==> config.mk <==
export PLATFORM = sky130hd
export DESIGN_NAME = mem_arbiter
export DESIGN_NICKNAME = d
export VERILOG_FILES = /design/src/rtl/mem_arbiter.sv
export SDC_FILE = /design/constraint.sdc
export NUM_CORES = 1
export LEC_CHECK = 0
export ABC_AREA = 0
export CAP_MARGIN = 20
export CORE_UTILIZATION = 46
export DETAILED_ROUTE_END_ITERATION = 8
export HOLD_SLACK_MARGIN = 0.02
export PLACE_DENSITY = 0.87
export REMOVE_ABC_BUFFERS = 1
export SLEW_MARGIN = 30
export SYNTH_ARGS = -nofsm -noshare
export SYNTH_HDL_FRONTEND = slang
export SYNTH_SLANG_ARGS = --single-unit
==> constraint.sdc <==
create_clock -name clk -period 2.6 [get_ports clk]
set_input_delay 0.52 -clock clk [delete_from_list [all_inputs] [get_ports clk]]
set_output_delay 0.52 -clock clk [all_outputs]
set_load 0.01 [all_outputs]
==> src/rtl/mem_arbiter.sv <==
// ---------------------------------------------------------------------------
// mem_arbiter
//   Shares one byte-wide synchronous RAM between an instruction-fetch (IF)
//   port and a load/store (MEM) port. One transaction runs at a time and is
//   never preempted. When both ports request in the same idle cycle, MEM wins.
//   Each transfer is split into 1..4 single-byte RAM accesses.
//
// Ports
//   clk           system clock, rising edge
//   rst           synchronous reset, active low
//   if_req        fetch request, held until if_done
//   if_addr       fetch byte address
//   if_flush      branch redirect; cancels the pending fetch result
//   if_inst       fetched instruction, little-endian (registered)
//   if_done       one-cycle fetch completion pulse
//   mem_req       load/store request, held until mem_done
//   mem_we        1 = store, 0 = load
//   mem_addr      load/store byte address
//   mem_len       byte count minus one
//   mem_wdata     store data, byte 0 in bits [7:0]
//   mem_rdata     load data, zero-filled above the loaded bytes (registered)
//   mem_done      one-cycle load/store completion pulse
//   ram_din       RAM read byte, valid one cycle after its address
//   ram_dout      RAM write byte
//   ram_a         RAM byte address
//   ram_wr        RAM write enable
//   stallreq_if   if_req && !if_done
//   stallreq_mem  mem_req && !mem_done
// ---------------------------------------------------------------------------
module mem_arbiter (
    input  logic        clk,
    input  logic        rst,
    input  logic        if_req,
    input  logic [31:0] if_addr,
    input  logic        if_flush,
    output logic [31:0] if_inst,
    output logic        if_done,
    input  logic        mem_req,
    input  logic        mem_we,
    input  logic [31:0] mem_addr,
    input  logic [1:0]  mem_len,
    input  logic [31:0] mem_wdata,
    output logic [31:0] mem_rdata,
    output logic        mem_done,
    input  logic [7:0]  ram_din,
    output logic [7:0]  ram_dout,
    output logic [31:0] ram_a,
    output logic        ram_wr,
    output logic        stallreq_if,
    output logic        stallreq_mem
);

    localparam logic [1:0] ST_IDLE = 2'd0;
    localparam logic [1:0] ST_BUSY = 2'd1;
    localparam logic [1:0] ST_DONE = 2'd2;

    localparam logic OWN_IF  = 1'b0;
    localparam logic OWN_MEM = 1'b1;

    logic [1:0]  state_r;
    logic        owner_r;
    logic        we_r;
    logic [31:0] base_r;
    logic [2:0]  n_r;
    logic [2:0]  cnt_r;
    logic [31:0] wdata_r;
    logic [31:0] result_r;
    logic        flushed_r;
    logic [31:0] if_inst_r;
    logic [31:0] inst_prev_r;
    logic [31:0] mem_rdata_r;
    logic        if_done_r;
    logic        mem_done_r;

    logic        active_s;
    logic        busy_last_s;
    logic        flush_now_s;
    logic [31:0] result_next_s;
    logic [31:0] ram_a_s;
    logic [7:0]  ram_dout_s;
    logic        ram_wr_s;

    // A RAM access is issued only while bytes remain to be addressed.
    assign active_s = (state_r == ST_BUSY) && (cnt_r < n_r);

    // Reads need one extra cycle to collect the last byte; writes finish when
    // the last byte has been addressed.
    assign busy_last_s = (state_r == ST_BUSY) &&
                         (we_r ? (cnt_r == (n_r - 3'd1)) : (cnt_r == n_r));

    // Flush only matters while an IF transaction is in flight.
    assign flush_now_s = if_flush && (owner_r == OWN_IF) && (state_r != ST_IDLE);

    // A flush arriving during the pulse cycle still hides the pulse and the
    // new instruction; the previous instruction is restored on DONE exit.
    assign if_done   = if_done_r && !if_flush;
    assign if_inst   = (if_done_r && if_flush) ? inst_prev_r : if_inst_r;
    assign mem_done  = mem_done_r;
    assign mem_rdata = mem_rdata_r;

    assign stallreq_if  = if_req && !if_done;
    assign stallreq_mem = mem_req && !mem_done;

    assign ram_a    = ram_a_s;
    assign ram_dout = ram_dout_s;
    assign ram_wr   = ram_wr_s;

    // RAM bus drive: address/data/enable only during an active byte access.
    always_comb begin
        ram_a_s    = 32'd0;
        ram_dout_s = 8'd0;
        ram_wr_s   = 1'b0;
        if (active_s) begin
            ram_a_s  = base_r + {29'd0, cnt_r};
            ram_wr_s = we_r;
            if (we_r) begin
                case (cnt_r[1:0])
                    2'd0:    ram_dout_s = wdata_r[7:0];
                    2'd1:    ram_dout_s = wdata_r[15:8];
                    2'd2:    ram_dout_s = wdata_r[23:16];
                    2'd3:    ram_dout_s = wdata_r[31:24];
                    default: ram_dout_s = 8'd0;
                endcase
            end else begin
                ram_dout_s = 8'd0;
            end
        end else begin
            ram_a_s    = 32'd0;
            ram_dout_s = 8'd0;
            ram_wr_s   = 1'b0;
        end
    end

    // Read assembly: the byte addressed in cycle cnt-1 arrives in cycle cnt.
    always_comb begin
        result_next_s = result_r;
        if ((state_r == ST_BUSY) && !we_r && (cnt_r != 3'd0)) begin
            case (cnt_r)
                3'd1:    result_next_s[7:0]   = ram_din;
                3'd2:    result_next_s[15:8]  = ram_din;
                3'd3:    result_next_s[23:16] = ram_din;
                3'd4:    result_next_s[31:24] = ram_din;
                default: result_next_s        = result_r;
            endcase
        end else begin
            result_next_s = result_r;
        end
    end

    // Control FSM, transaction registers and registered results.
    always_ff @(posedge clk) begin
        if (!rst) begin
            state_r     <= ST_IDLE;
            owner_r     <= OWN_IF;
            we_r        <= 1'b0;
            base_r      <= 32'd0;
            n_r         <= 3'd0;
            cnt_r       <= 3'd0;
            wdata_r     <= 32'd0;
            result_r    <= 32'd0;
            flushed_r   <= 1'b0;
            if_inst_r   <= 32'd0;
            inst_prev_r <= 32'd0;
            mem_rdata_r <= 32'd0;
            if_done_r   <= 1'b0;
            mem_done_r  <= 1'b0;
        end else begin
            case (state_r)
                ST_IDLE: begin
                    if_done_r  <= 1'b0;
                    mem_done_r <= 1'b0;
                    flushed_r  <= 1'b0;
                    cnt_r      <= 3'd0;
                    result_r   <= 32'd0;
                    if (mem_req) begin
                        owner_r <= OWN_MEM;
                        we_r    <= mem_we;
                        base_r  <= mem_addr;
                        n_r     <= {1'b0, mem_len} + 3'd1;
                        wdata_r <= mem_wdata;
                        state_r <= ST_BUSY;
                    end else if (if_req) begin
                        owner_r <= OWN_IF;
                        we_r    <= 1'b0;
                        base_r  <= if_addr;
                        n_r     <= 3'd4;
                        wdata_r <= 32'd0;
                        state_r <= ST_BUSY;
                    end else begin
                        state_r <= ST_IDLE;
                    end
                end
                ST_BUSY: begin
                    result_r <= result_next_s;
                    cnt_r    <= cnt_r + 3'd1;
                    if (flush_now_s) begin
                        flushed_r <= 1'b1;
                    end else begin
                        flushed_r <= flushed_r;
                    end
                    if (busy_last_s) begin
                        state_r <= ST_DONE;
                        if (owner_r == OWN_MEM) begin
                            mem_done_r <= 1'b1;
                            if (!we_r) begin
                                mem_rdata_r <= result_next_s;
                            end else begin
                                mem_rdata_r <= mem_rdata_r;
                            end
                        end else if (!flushed_r && !if_flush) begin
                            if_done_r   <= 1'b1;
                            inst_prev_r <= if_inst_r;
                            if_inst_r   <= result_next_s;
                        end else begin
                            if_done_r <= 1'b0;
                        end
                    end else begin
                        state_r <= ST_BUSY;
                    end
                end
                ST_DONE: begin
                    if_done_r  <= 1'b0;
                    mem_done_r <= 1'b0;
                    if (if_done_r && if_flush) begin
                        if_inst_r <= inst_prev_r;
                    end else begin
                        if_inst_r <= if_inst_r;
                    end
                    state_r <= ST_IDLE;
                end
                default: begin
                    if_done_r  <= 1'b0;
                    mem_done_r <= 1'b0;
                    state_r    <= ST_IDLE;
                end
            endcase
        end
    end

endmodule

==> CHANGELOG.md, run 1 <==
### Physical design

- Fill cell count: 1535
- Number of vias after detailed routing: 11100
- I/O Buffers: 220
- R2R Path Start: cnt_r[0]
- Syn_area_per_cell: 8.39 µm²
- Most used flip-flop cell: dfxtp_1
- Vias/cell: 6.31
- Row count: 53
- Number of synthesized flops with an enable pin: 0
- Core area: about 21000 µm²
- Cell count in the Yosys report: 1181
- Worst-path clk slew: 0.06 ns
- Antenna Nets Post-Route: 0
- Critical path peak fanout: 3
- Cell Type Count: 50
- Late-Pin Clk Latency: between 0.5 and 0.6 ns
- Cycle use final: 1.26
- Pwr per Cell Area: 603 nW/µm²
- Post-synth seq share: 0.414
- Crit start category: register
- Critical path arrival: about 2.8 ns
- Final Max Slew Viols: 0
- Final net count: 1601
- Net Sw Frac: 0.308
- Asr flop ratio synth: 0
- Hpwl dp: around 21 mm
- Fin. Hold Viols: 0
- Root buffer cell: clkbuf_16
- Max_slew headroom: 0.601
- Die width: around 150 µm
- DIE HEIGHT: 149 µm
- Top cell excl fill/tap: dfxtp_1
- Worst r2r path cells: 9
- WHS Path Cells: 2
- Pre-CTS WS: -0.567 ns
- Remaining DRCs: 0
- Share of cells above drive strength 1: 0.217
- Crit path launch: cnt_r[0]
- Tool warnings: 31
- P_leak: between 5 and 6 nW
- Routed wire length: about 36 mm
- Area leader share: 0.414
- GR Overflow Total: 0
- Yosys chip area: 9910 µm²
- Syn Inst Count: about 1200
- # setup viols final: 39
- I/O pin count: 221
- Drt first pass iters: 6
- Tot GR Track Use: 0.301
- 1st-iter DRT viols: 1028
- Yosys warns: 0
- CTS tree: built
- Fmax: 0.306 GHz
- Clk pwr share: 0.353
- Synth area leaders: dfxtp_1 (41%), mux2i_1 (7.0%), a21oi_1 (6.4%)
- First-pass GRT wire length: 53.7 mm
- Setup TNS: -11.96 ns
- Mapped cell area: 9910 µm²
- Cell taking the most area after synthesis: dfxtp_1
- Net Sw Power: around 2.7 mW
- Number of antenna violations at the first check in global routing: 1
- Clock buffer count from CTS: 23
- Max-cap viol count: 0
- RSZ-0062 raised after global routing: yes
- Sequential cell area: 4120 µm²
- Placement Cell Area: 13200 µm²
- Vias in the first global route: 10600
- Reg2reg end: if_inst_r[15]
- Die area: approximately 22000 µm²
- CTS max path bufs: 3
- # H-tree levels: 1
- Worst setup EP type: primary output
- Final critical-path required period: 3.27 ns
- Worst Slack Setup Final: -0.670 ns
- Slew @ Worst Pin: 0.598 ns
- Int Pwr: 6.07 mW
- Status: complete, but fails checks
- Synth Register Bits: ~210
- VDD IR max: about 0.42 mV
- Hold crit path type: reg2reg
- Area occupied by multi-input gates: 5740 µm²
- FP Core Util: 0.470
- TritonCTS Sinks: 205
- Area delta synth->final: 46.6%
- CTS Hold Bufs: 0
- Most instantiated logic cells after routing: dfxtp_1 (198), clkdlybuf4s50_1 (177), nor2_1 (124)
- Required time of the worst setup path: approximately 2.1 ns
- Final Skew: 0.00962 ns
- Sequential share of power: 0.399
- Placer Congestion: 0.888
- Reg2Reg Setup Slack: roughly 0.05 ns
- CP Class: reg2out
- Finished layout cell area: 14500 µm²
- Critical path endpoint: ram_a[18]
- Largest net degree at the start of global routing: about 84
- Failing checks: setup timing
- Gate power share: 0.248
==> run 1: per-layer routing <==
metal  part of all wire  GRT usage  vias up  wire length, µm
met5                  0          0        -                0
li1                   -          -     4976                -
met2               0.48      0.514      748            17200
met4              0.056      0.153        0             2000
met3              0.091     0.0538      189             3270
met1               0.38      0.361     5220            13500
==> run 1: synthesized netlist by cell type (all sizes together) (4+ instances only) <==
master	count
a211oi	66
a22oi	34
or3	9
nor2	131
xnor2	6
o31ai	8
o2111ai	4
nor3	9
o32ai	33
inv	49
nand4	5
nand3b	5
nand2	52
and2	4
buf	26
and4	13
and3	19
a21oi	126
or4	9
nor2b	7
a2111oi	32
a222oi	8
a21boi	8
mux2i	69
o21ai	80
ha	14
clkbuf	80
dfxtp	205
nand3	48
==> run 1: per-stage QoR <==
| stage | std cells | hold WS, ns | power (mW) | util |
|---|---|---|---|---|
| 3_5_place_dp | 1696 | 0.438 | 5.45 | 0.624 |
| 3_3_place_gp | 1696 | 0.428 | 5.39 | 0.624 |
| 2_1_floorplan | 1075 | 0.419 | 4.43 | - |
| 4_1_cts | 1758 | 0.450 | 8.60 | 0.678 |
| 6_report | 1763 | 0.451 | 8.77 | 0.689 |
| 5_1_grt | 1762 | 0.467 | 9.05 | 0.689 |
==> run 1: critical path, stage by stage (launching register included) <==
cell and delay (ns):
dfxtp_4 0.37, ha_4 0.14, inv_2 0.05, fa_2 0.39, nor2b_4 0.21, buf_6 0.16, o21ai_4 0.07, buf_6 0.13
or3_1 0.37, a21oi_1 0.18, buf_2 0.16
==> run 1: worst min path at each step <==
stage                 start      endpoint  slack [ns]
6_report       result_r[25]  result_r[25]        0.45
3_5_place_dp   result_r[24]  result_r[24]        0.44
2_1_floorplan  result_r[24]  result_r[24]        0.42
3_3_place_gp   result_r[26]  result_r[26]        0.43
4_1_cts        result_r[24]  result_r[24]        0.45
5_1_grt        result_r[24]  result_r[24]        0.47
==> run 1: area by class of cell <==
type,instances,area share
Antenna cell,1,0.000172
Timing Repair Buffer,374,0.237
Inverter,49,0.0130
Sequential cell,205,0.283
Tap cell,275,0.0237
Clock inverter,5,0.00207
Clock buffer,33,0.0463
Multi-Input combinational cell,821,0.395
==> run 1: power by group through the flow <==
stage	clock (mW)	sequential, mW	combinational, mW
5_1_grt	3.23	3.52	2.31
3_3_place_gp	0	3.53	1.86
6_report	3.09	3.50	2.18
4_1_cts	3.10	3.48	2.02
2_1_floorplan	0	3.55	0.881
3_5_place_dp	0	3.54	1.91
==> run 1: timing repair <==
item / CTS / global route
setup endpoints to repair: 73 / 57
setup buffers: 24 / 4
gates resized: 260 / 60
pin swaps: 49 / 19
endpoints found under the hold margin: 0 / 0
cloned: 2 / 1
==> run 1: kinds of logic (layout without fill, tap and decap cells) <==
| logic type | count (synthesis) | after routing | share of synthesized area |
|---|---|---|---|
| compound gates | 407 | 407 | 0.268 |
| xor+xnor | 9 | 9 | 0.00947 |
| fa+ha+maj | 15 | 15 | 0.0197 |
| buf+inv | 155 | 461 | 0.0615 |
| flops | 205 | 205 | 0.414 |
| mux | 69 | 69 | 0.0697 |
| other cells | 0 | 1 | 0 |
| simple gates | 321 | 321 | 0.157 |
Run 1, gate families picked out:
Drawn at 3 px/µm.
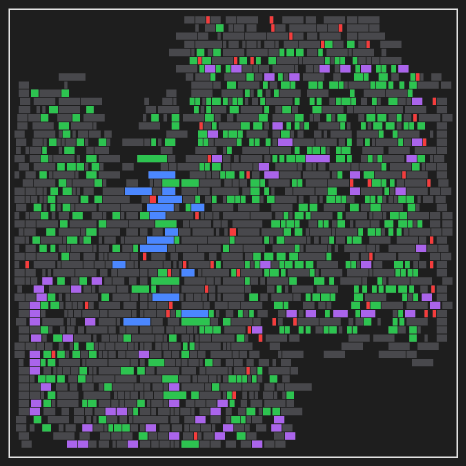
Red stands for inv cells, cells 49, most used inv_1. Purple stands for mux cells, cells 69, most used mux2i_1, where widely spread. Green stands for aoi and oai cells, cells 401, most used a21oi_1, where widely spread. Blue stands for fa/ha/maj cells, cells 15, most used ha_4.

Run 1, the metal 2 layer:
Drawn at 2 px/µm.
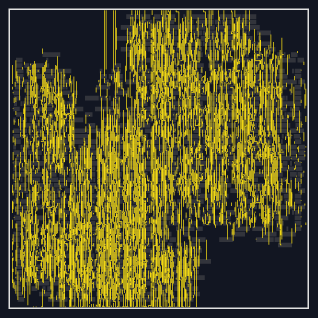
The layer carries 17200 µm of wire. The longest straight run is 56.4 µm. The layer holds 48% of the routed length. 1385 nets have wire on it. The wires run mostly vertical.

Run 1, nets reached from selected ports:
Drawn at 3 px/µm.
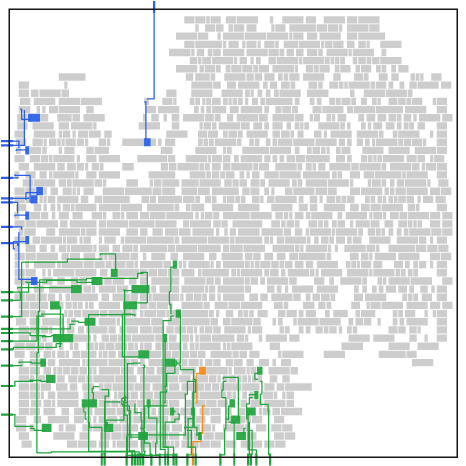
Blue stands for ram_dout, direction output, end cells 8, wire 153 µm. Green stands for ram_a, direction output, end cells 32, wire 1310 µm. Orange stands for stallreq_if, direction output, end cells 1, wire 33.7 µm.

Run 1, routing congestion:
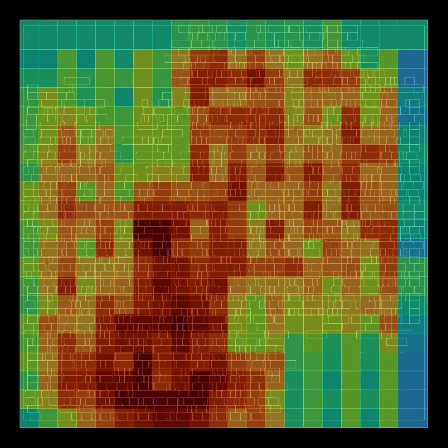
routing usage on met1: 0.361
WL/cell: 20.4 µm
M3 GR Usage: 0.0538
busiest metal layer after global routing: met2

Run 1, layout detail:
Window x 54 to 94, y 84 to 124 µm. Cells in grey, sequential cells in the stronger grey; small squares are vias.
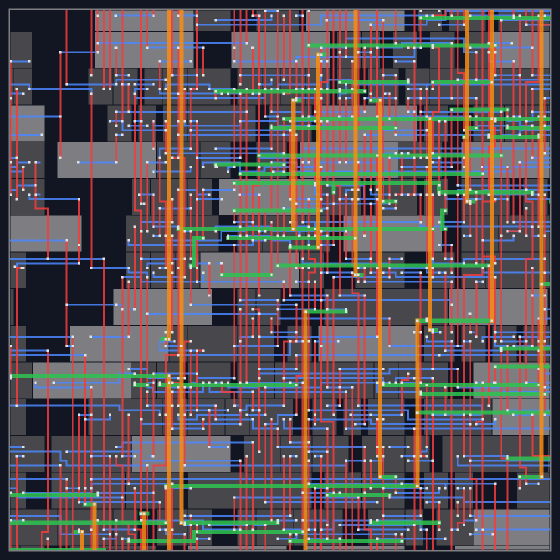

--- run 2 (diff from run 1) ---
--- a/config.mk
+++ b/config.mk
@@ -10,6 +10,7 @@
 export CORE_UTILIZATION = 46
 export DETAILED_ROUTE_END_ITERATION = 8
 export HOLD_SLACK_MARGIN = 0.02
+export MAX_ROUTING_LAYER = met4
 export PLACE_DENSITY = 0.87
 export REMOVE_ABC_BUFFERS = 1
 export SLEW_MARGIN = 30
Run 2, layout detail:
Window x 54 to 94, y 84 to 124 µm. Cells in grey, sequential cells in the stronger grey; small squares are vias.
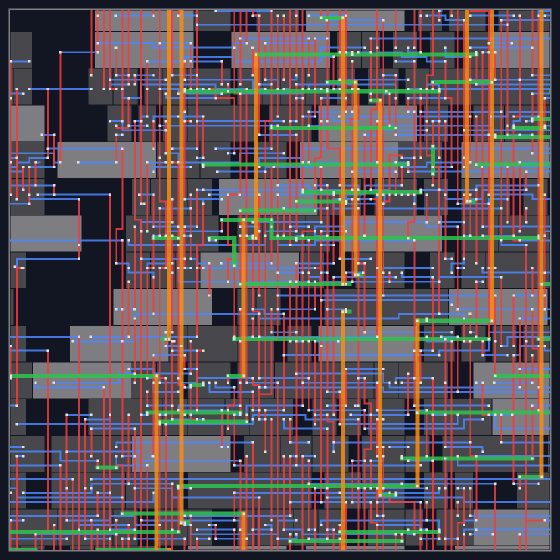
Green stands for M3. Blue stands for M1. Orange stands for M4. Red stands for M2.
Sequential cells in the window: 22. 138 logic cells have their middle in the window. Netlist names of flops here include if_inst_r (7), inst_prev_r (7), result_r (6). Most frequent: a21oi_1 (22), dfxtp_1 (22).

Run 2, the metal 2 layer:
Drawn at 2 px/µm.
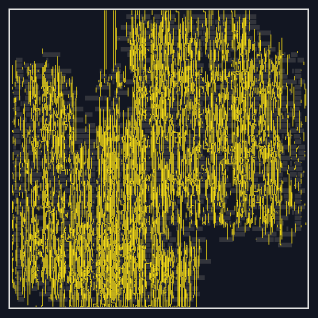
The layer holds 48% of the routed length. The wires run mostly vertical. The longest straight run is 45.9 µm. The layer carries 17200 µm of wire. 1401 nets have wire on it.

Run 2, nets reached from selected ports:
Drawn at 3 px/µm.
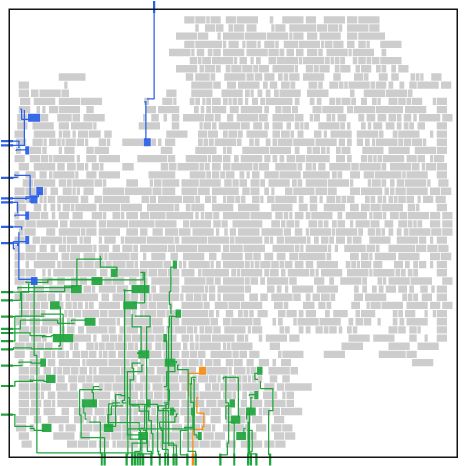
Blue stands for ram_dout, direction output, end cells 8, wire 153 µm. Green stands for ram_a, direction output, end cells 32, wire 1310 µm. Orange stands for stallreq_if, direction output, end cells 1, wire 38.6 µm.

==> run 2 against run 1 <==
The flow still finishes with violations (setup timing). Area after synthesis did not move. Setup slack got worse by 0.015 ns. Die area stayed put. Design area did not move. Maximum frequency is 0.44% lower. Largest cell class unchanged. Worst hold slack better by 0.0033 ns. Non-clock buffer count is the same. Cell count did not move. Sequential cell count stayed put. Combinational power is essentially flat. Critical endpoint unchanged. Critical path depth did not move.
==> CHANGELOG.md, run 2 <==
### Physical design

- Status: complete, but fails checks
- Failing checks: setup timing
- Final cell count without fillers: 1763 (unchanged)
- Worst-path clk slew: 0.06 ns (about the same)
- Cell taking the most area after synthesis: dfxtp_1
- HP Start: result_r[24]
- WHS Path Cells: 2 (unchanged)
- WL/cell: 20.5 µm (+0.12%)
- Synth Register Bits: 205 (unchanged)
- # setup viols final: 39 (unchanged)
- Number of vias after detailed routing: 11200 (+0.19%)
- Hpwl dp: 20.8 mm (unchanged)
- VDD IR max: 0.415 mV (-0.44%)
- Area occupied by multi-input gates: 5740 µm² (unchanged)
- Remaining DRCs: 0 (unchanged)
- # H-tree levels: 1 (unchanged)
- TritonCTS Sinks: 205 (unchanged)
- Final critical-path required period: 3.28 ns (+0.0146 ns)
- Finished layout cell area: 14500 µm² (unchanged)
- DIE HEIGHT: 149 µm (unchanged)
- Most frequent cell after synthesis: dfxtp_1
- CP Class: reg2out
- Max-cap viol count: 0 (unchanged)
- Syn Inst Count: 1181 (unchanged)
- P_leak: 5.73 nW (unchanged)
- Pwr per Cell Area: 604 nW/µm² (about the same)
- Most instantiated logic cells after routing: dfxtp_1 (198), clkdlybuf4s50_1 (177), nor2_1 (124)
- Area leader share: 0.414 (unchanged)
- Tot GR Track Use: 0.310 (+0.00912)
- Die area: 22100 µm² (unchanged)
- R2R Path Start: cnt_r[1]
- End-of-flow core utilization: 0.689 (unchanged)
- Number of antenna violations at the first check in global routing: 1 (unchanged)
- Final net count: 1601 (unchanged)
- Yosys chip area: 9910 µm² (unchanged)
- FP Core Util: 0.470 (unchanged)
- Worst Slack Setup Final: -0.684 ns (-0.0146 ns)
- Reg2reg end: if_inst_r[20]
- Largest net degree at the start of global routing: 84 (unchanged)
- Core area: 21100 µm² (unchanged)
- CTS Hold Bufs: 0 (unchanged)
- CTS max path bufs: 3 (unchanged)
- Fill cell count: 1535 (unchanged)
- Vias in the first global route: 10600 (+0.13%)
- GR Overflow Total: 0 (unchanged)
- Late-Pin Clk Latency: 0.51 ns (about the same)
- Required time of the worst setup path: 2.08 ns (about the same)
- Sequential cell area: 4120 µm² (unchanged)
- Row count: 53 (unchanged)
- Cycle use final: 1.26 (+0.00560)
- Reg2Reg Setup Slack: 0.04 ns (about the same)
- Drt first pass iters: 9 (+3)
- Worst setup EP type: primary output
- Share of cells above drive strength 1: 0.217 (unchanged)
- Post-synth seq share: 0.414 (unchanged)
- Cell count in the Yosys report: 1181 (unchanged)
- Pwr Total: 8.77 mW (about the same)
- Worst r2r path cells: 11 (+2)
- I/O Buffers: 220 (unchanged)
- Root buffer cell: clkbuf_16
- Vias/cell: 6.33 (+0.19%)
- Pre-CTS WS: -0.567 ns (unchanged)
- Final Skew: 0.0116 ns (+0.00199 ns)
- Crit start category: register
- Fmax: 0.304 GHz (-0.44%)
- Cell Type Count: 50 (unchanged)
- Routed wire length: 36.1 mm (+0.12%)
- First-pass GRT wire length: 53.7 mm (about the same)
- Clock buffer count from CTS: 23 (unchanged)
- Worst hold endpoint: result_r[24]
- Top cell excl fill/tap: dfxtp_1
- Antenna Nets Post-Route: 0 (unchanged)
- Final Max Slew Viols: 0 (unchanged)
- Critical path arrival: 2.76 ns (about the same)
- Slew @ Worst Pin: 0.590 ns (-0.00838 ns)
- Synth area leaders: dfxtp_1 (41%), mux2i_1 (7.0%), a21oi_1 (6.4%)
- Area delta synth->final: 46.6% (unchanged)
- Placement Cell Area: 13200 µm² (unchanged)
- Most frequent cells after synthesis: dfxtp_1 (205), nor2_1 (131), a21oi_1 (126)
- I/O pin count: 221 (unchanged)
- Setup TNS: -11.91 ns (+0.0425 ns)
- Max_slew headroom: 0.606 (+0.00559)
- Asr flop ratio synth: 0 (unchanged)
- Tool warnings: 31 (unchanged)
- Yosys warns: 0 (unchanged)
- Hold slack final: 0.455 ns (+0.00332 ns)
- Fin. Hold Viols: 0 (unchanged)
- Syn_area_per_cell: 8.39 µm² (unchanged)
- Placer Congestion: 0.902 (+1.7%)
- Most used flip-flop cell: dfxtp_1
- CTS tree: built
- 1st-iter DRT viols: 1017 (-1.1%)
- Die width: 149 µm (unchanged)
- DP Cell Count: 1696 (unchanged)
- Mapped cell area: 9910 µm² (unchanged)
- RSZ-0062 raised after global routing: yes
- Hold crit path type: reg2reg
- Number of synthesized flops with an enable pin: 0 (unchanged)
- Critical path peak fanout: 3 (unchanged)
[run 2: cell counts after synthesis]
Identical to the previous run, type by type.
[run 2: layer usage]
metal | routed length [µm] | GRT usage
met2 | 17200 | 0.515
met3 | 3220 | 0.0489
met1 | 13500 | 0.364
met5 | 0 | -
met4 | 2130 | 0.152
[run 2: worst max-delay path, stage by stage, from the launching register on]
cell	delay (ns)
dfxtp_4	0.36
ha_4	0.14
inv_2	0.05
fa_2	0.39
nor2b_4	0.21
buf_6	0.17
o21ai_4	0.08
buf_6	0.13
or3_1	0.38
a21oi_1	0.17
buf_2	0.17
[run 2: area by class of cell]
| class | instances | share of cell area |
|---|---|---|
| clock inverter | 5 | 0.00207 |
| clock buffer | 33 | 0.0463 |
| multi-input combinational | 821 | 0.395 |
| antenna | 1 | 0.000172 |
| inverter | 49 | 0.0130 |
| timing repair buffer | 374 | 0.237 |
| sequential | 205 | 0.283 |
| tap | 275 | 0.0237 |
[run 2: where the power goes]
group / internal [mW] / total [mW] / switching, mW
sequential: 3.34 / 3.50 / 0.156
combinational: 0.938 / 2.17 / 1.24
clock: 1.78 / 3.10 / 1.31
[run 2: timing repair]
action / 4_1_cts / 5_1_grt
pin swaps: 49 / 19
resized: 260 / 60
setup buffers: 24 / 4
endpoints found under the setup margin: 73 / 57
cloned: 2 / 1
[run 2: cell families after synthesis]
logic type,share of synthesized area
flops,0.414
buf+inv,0.0615
compound gates,0.268
mux,0.0697
fa+ha+maj,0.0197
simple gates,0.157
xor+xnor,0.00947
[run 2: how the worst max path moves through the flow]
| stage | startpoint | to | slack [ns] | cells after the start |
|---|---|---|---|---|
| finish | cnt_r[0] | ram_a[18] | -0.68 | 10 |
| global placement | base_r[0] | ram_a[10] | -0.42 | 9 |
| floorplan | if_flush | if_inst_r[0] | -3.10 | 3 |
| global route | cnt_r[0] | ram_a[18] | -0.72 | 10 |
| detailed placement | base_r[0] | ram_a[10] | -0.57 | 9 |
| CTS | cnt_r[0] | ram_a[10] | -0.53 | 9 |
Run 2, gate families picked out:
Drawn at 3 px/µm.
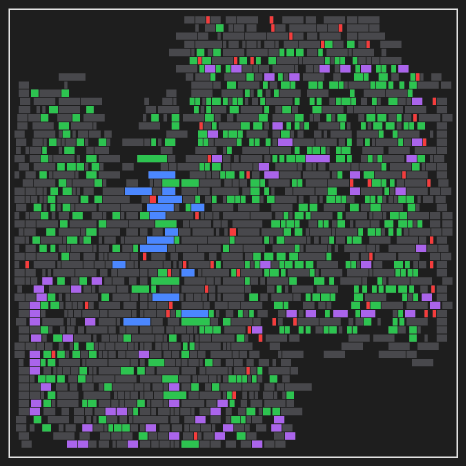

--- run 3 (diff from run 2) ---
--- a/config.mk
+++ b/config.mk
@@ -7,13 +7,14 @@
 export LEC_CHECK = 0
 export ABC_AREA = 0
 export CAP_MARGIN = 20
+export CORE_ASPECT_RATIO = 0.9
 export CORE_UTILIZATION = 46
 export DETAILED_ROUTE_END_ITERATION = 8
 export HOLD_SLACK_MARGIN = 0.02
 export MAX_ROUTING_LAYER = met4
 export PLACE_DENSITY = 0.87
 export REMOVE_ABC_BUFFERS = 1
-export SLEW_MARGIN = 30
+export SLEW_MARGIN = 20
 export SYNTH_ARGS = -nofsm -noshare
 export SYNTH_HDL_FRONTEND = slang
 export SYNTH_SLANG_ARGS = --single-unit
Run 3, gate families picked out:
Drawn at 3 px/µm.
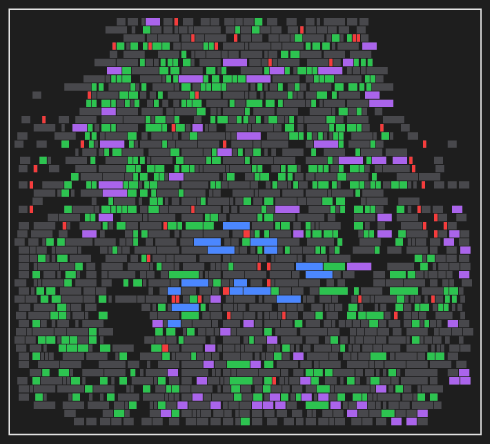
Red stands for inv cells, cells 49, most used inv_1, where widely spread. Green stands for aoi and oai cells, cells 401, most used a21oi_1, where widely spread. Blue stands for fa/ha/maj cells, cells 15, most used ha_4. Purple stands for mux cells, cells 69, most used mux2i_1, where widely spread.

Run 3, nets reached from selected ports:
Drawn at 3 px/µm.
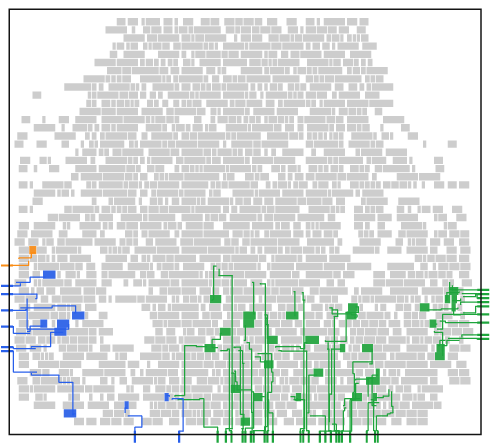
Orange stands for stallreq_if, direction output, end cells 1, wire 14.8 µm. Blue stands for ram_dout, direction output, end cells 8, wire 195 µm. Green stands for ram_a, direction output, end cells 32, wire 1080 µm.

==> run 3 against run 2 <==
The run still ends with setup timing left. Die area is essentially flat. Cell count up 1.1%. Maximum frequency shrank 2.4%. Critical path depth did not move. Clock power increased by 7.7%. Worst hold slack worse by 0.026 ns.
==> CHANGELOG.md, run 3 <==
### Physical design

- Late-Pin Clk Latency: 0.53 ns (+0.02 ns)
- Cell count in the Yosys report: 1181 (unchanged)
- Most instantiated logic cells after routing: dfxtp_1 (200), clkdlybuf4s50_1 (145), nor2_1 (121)
- Syn Inst Count: 1181 (unchanged)
- TritonCTS Sinks: 205 (unchanged)
- Vias/cell: 6.28 (-0.69%)
- Final critical-path required period: 3.36 ns (+0.0793 ns)
- Top cell excl fill/tap: dfxtp_1
- Reg2Reg Setup Slack: 0.07 ns (+0.03 ns)
- Tot GR Track Use: 0.314 (+0.00450)
- Critical path peak fanout: 5 (+2)
- P_leak: 5.89 nW (+2.8%)
- Area fraction in xor and xnor cells: 0.00947 (unchanged)
- Worst setup EP type: primary output
- Hold crit path type: in2reg
- Remaining DRCs: 0 (unchanged)
- Worst Slack Setup Final: -0.764 ns (-0.0793 ns)
- Antenna Nets Post-Route: 0 (unchanged)
- Slew @ Worst Pin: 1.02 ns (+0.428 ns)
- Int Pwr: 6.25 mW (+3.0%)
- # H-tree levels: 1 (unchanged)
- Cell Type Count: 50 (unchanged)
- FP Core Util: 0.473 (+0.00292)
- Most frequent cell after synthesis: dfxtp_1
- Final Max Slew Viols: 0 (unchanged)
- Critical path arrival: 2.84 ns (+0.08 ns)
- Mapped cell area: 9910 µm² (unchanged)
- Failing checks: setup timing
- Share of cells above drive strength 1: 0.247 (+0.0308)
- Synth area leaders: dfxtp_1 (41%), mux2i_1 (7.0%), a21oi_1 (6.4%)
- Placement Cell Area: 13100 µm² (-0.18%)
- Number of vias after detailed routing: 11200 (+0.44%)
- Cycle use final: 1.29 (+0.0305)
- 1st-iter DRT viols: 1061 (+4.3%)
- Core area: 21000 µm² (-0.62%)
- Max-cap viol count: 0 (unchanged)
- CTS Hold Bufs: 0 (unchanged)
- First-pass GRT wire length: 54.5 mm (+1.3%)
- Vias in the first global route: 10600 (+0.17%)
- Crit path launch: cnt_r[0]
- Status: complete, but fails checks
- Routed wire length: 36.8 mm (+2.1%)
- Simple-Gate Area Share: 0.157 (unchanged)
- Compound-Gate Fraction of Synth Area: 0.268 (unchanged)
- Tool warnings: 31 (unchanged)
- Synth Register Bits: 205 (unchanged)
- I/O pin count: 221 (unchanged)
- Hold slack final: 0.429 ns (-0.0259 ns)
- Die width: 157 µm (+5.3%)
- Worst r2r path cells: 8 (-3)
- Area leader share: 0.414 (unchanged)
- Final cell count without fillers: 1783 (+1.1%)
- Area delta synth->final: 52.1%
- Post-synth seq share: 0.414 (unchanged)
- CTS tree: built
- R2R Path Start: cnt_r[0]
- Root buffer cell: clkbuf_16
- Crit start category: register
- Cell taking the most area after synthesis: dfxtp_1
- Row count: 50 (-5.7%)
- Final net count: 1606 (+0.31%)
- Adder share: 0.0197 (unchanged)
- Sequential share of power: 0.389 (-0.010)
- Mux contribution to synthesized area: 0.0697 (unchanged)
- Largest logic family: AND-OR/OR-AND gates
- RSZ-0062 raised after global routing: yes
- # setup viols final: 41 (+5.1%)
- Max_slew headroom: 0.319 (-0.287)
- Net Sw Frac: 0.309 (+0.000609)
- Yosys warns: 0 (unchanged)
- Critical path endpoint: ram_a[20]
- Final Skew: 0.0192 ns (+0.00755 ns)
- I/O Buffers: 220 (unchanged)
- Drt first pass iters: 6 (-3)
- Hpwl dp: 20.5 mm (-1.1%)
- Clk pwr share: 0.370 (+0.017)
- Fmax: 0.297 GHz (-2.4%)
- Number of synthesized flops with an enable pin: 0 (unchanged)
- Finished layout cell area: 15100 µm² (+3.8%)
- Clock buffer count from CTS: 23 (unchanged)
- Asr flop ratio synth: 0 (unchanged)
- Most used flip-flop cell: dfxtp_1
- Reg2reg end: if_inst_r[28]
- GR Overflow Total: 0 (unchanged)
- DP Cell Count: 1697 (+0.059%)
- DIE HEIGHT: 141 µm (-5.1%)
- Placer Congestion: 0.851 (-5.8%)
- Fill cell count: 1407 (-8.3%)
- Worst-path clk slew: 0.07 ns (about the same)
- Number of antenna violations at the first check in global routing: 1 (unchanged)
- Largest net degree at the start of global routing: 77 (-8.3%)
- Die area: 22100 µm² (about the same)
- WL/cell: 20.7 µm (+0.98%)
- VDD IR max: 0.487 mV (+17%)
- Pwr per Cell Area: 600 nW/µm² (-0.67%)
- Fin. Hold Viols: 0 (unchanged)
- CTS max path bufs: 3 (unchanged)
- Yosys chip area: 9910 µm² (unchanged)
- Net Sw Power: 2.79 mW (+3.3%)
- Required time of the worst setup path: 2.08 ns (about the same)
- Most frequent cells after synthesis: dfxtp_1 (205), nor2_1 (131), a21oi_1 (126)
Run 3, layout detail:
Window x 58 to 98, y 79 to 119 µm. Cells in grey, sequential cells in the stronger grey; small squares are vias.
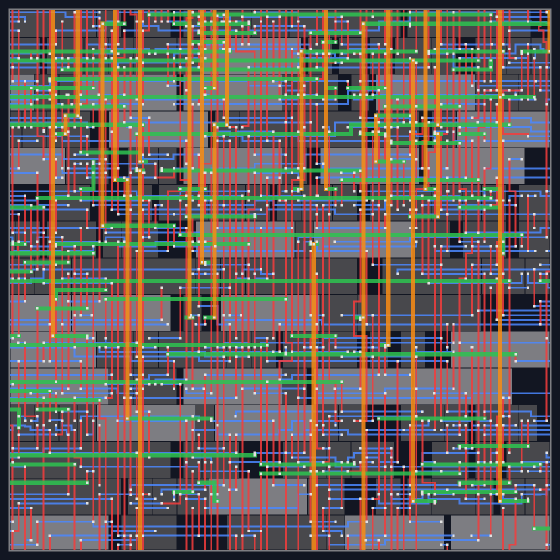
Green stands for M3. Blue stands for M1. Red stands for M2. Orange stands for M4.
Netlist names of flops here include result_r (11), if_inst_r (7), mem_rdata (5). 149 logic cells have their middle in the window. Most frequent: dfxtp_1 (27), a21oi_1 (22). Sequential cells in the window: 27.

-- run 3: cell families (layout without fill, tap and decap cells) --
logic type / after synthesis / in the layout
fa+ha+maj: 15 / 15
simple gates: 321 / 321
flops: 205 / 205
other cells: 0 / 1
buf+inv: 155 / 470
mux: 69 / 69
xor+xnor: 9 / 9
compound gates: 407 / 407
-- run 3: repair_timing --
item | CTS | global route
hold endpoints to repair | 0 | 0
setup buffers | 32 | 14
resized | 356 | 75
pin swaps | 49 | 41
gates cloned | 5 | 0
setup endpoints to repair | 72 | 70
-- run 3: layer usage --
layer / share of wire / GRT usage / routed length, µm
met5: 0 / - / 0
met4: 0.049 / 0.163 / 1810
met3: 0.087 / 0.0507 / 3190
met2: 0.47 / 0.499 / 17200
met1: 0.40 / 0.385 / 14600
-- run 3: worst min-delay path by stage --
stage,from,end,cells after the start
3_5_place_dp,result_r[27],result_r[27],2
4_1_cts,mem_req,owner_r,4
2_1_floorplan,result_r[24],result_r[24],2
6_report,mem_req,owner_r,4
3_3_place_gp,result_r[29],result_r[29],2
5_1_grt,result_r[29],result_r[29],2
-- run 3: area by class of cell --
| cell class | count | area, µm² | share of cell area |
|---|---|---|---|
| well taps | 286 | 358 | 0.0237 |
| diodes | 1 | 2.50 | 0.000166 |
| multi-input cells | 821 | 6080 | 0.403 |
| repair buffers | 379 | 3560 | 0.236 |
| clock buffers | 33 | 693 | 0.0460 |
| clock inverters | 9 | 85.1 | 0.00564 |
| flip-flops and latches | 205 | 4110 | 0.273 |
| inverters | 49 | 191 | 0.0127 |
-- run 3: through the flow --
step | worst slack (ns) | utilization | total power [mW]
finish | -0.764 | 0.720 | 9.04
global route | -0.789 | 0.720 | 9.30
CTS | -0.645 | 0.701 | 8.82
detailed placement | -0.645 | 0.626 | 5.43
global placement | -0.518 | 0.626 | 5.37
floorplan | -3.10 | - | 4.43
-- run 3: power by group through the flow --
stage	clock network, mW	logic, mW	registers, mW
after CTS	3.33	1.99	3.50
after global routing	3.45	2.31	3.53
after global placement	0	1.84	3.53
final	3.34	2.18	3.52
after detailed placement	0	1.88	3.54
after floorplan	0	0.881	3.55
-- run 3: worst max-delay path: stages, from the launching register on --
cell	delay, ns
dfxtp_2	0.36
ha_4	0.14
inv_2	0.04
fa_2	0.37
nor2b_4	0.14
buf_4	0.12
o2111ai_4	0.12
buf_6	0.17
or4_1	0.46
a21oi_1	0.22
buf_2	0.17
Power is estimated from default activity; no workload was simulated.
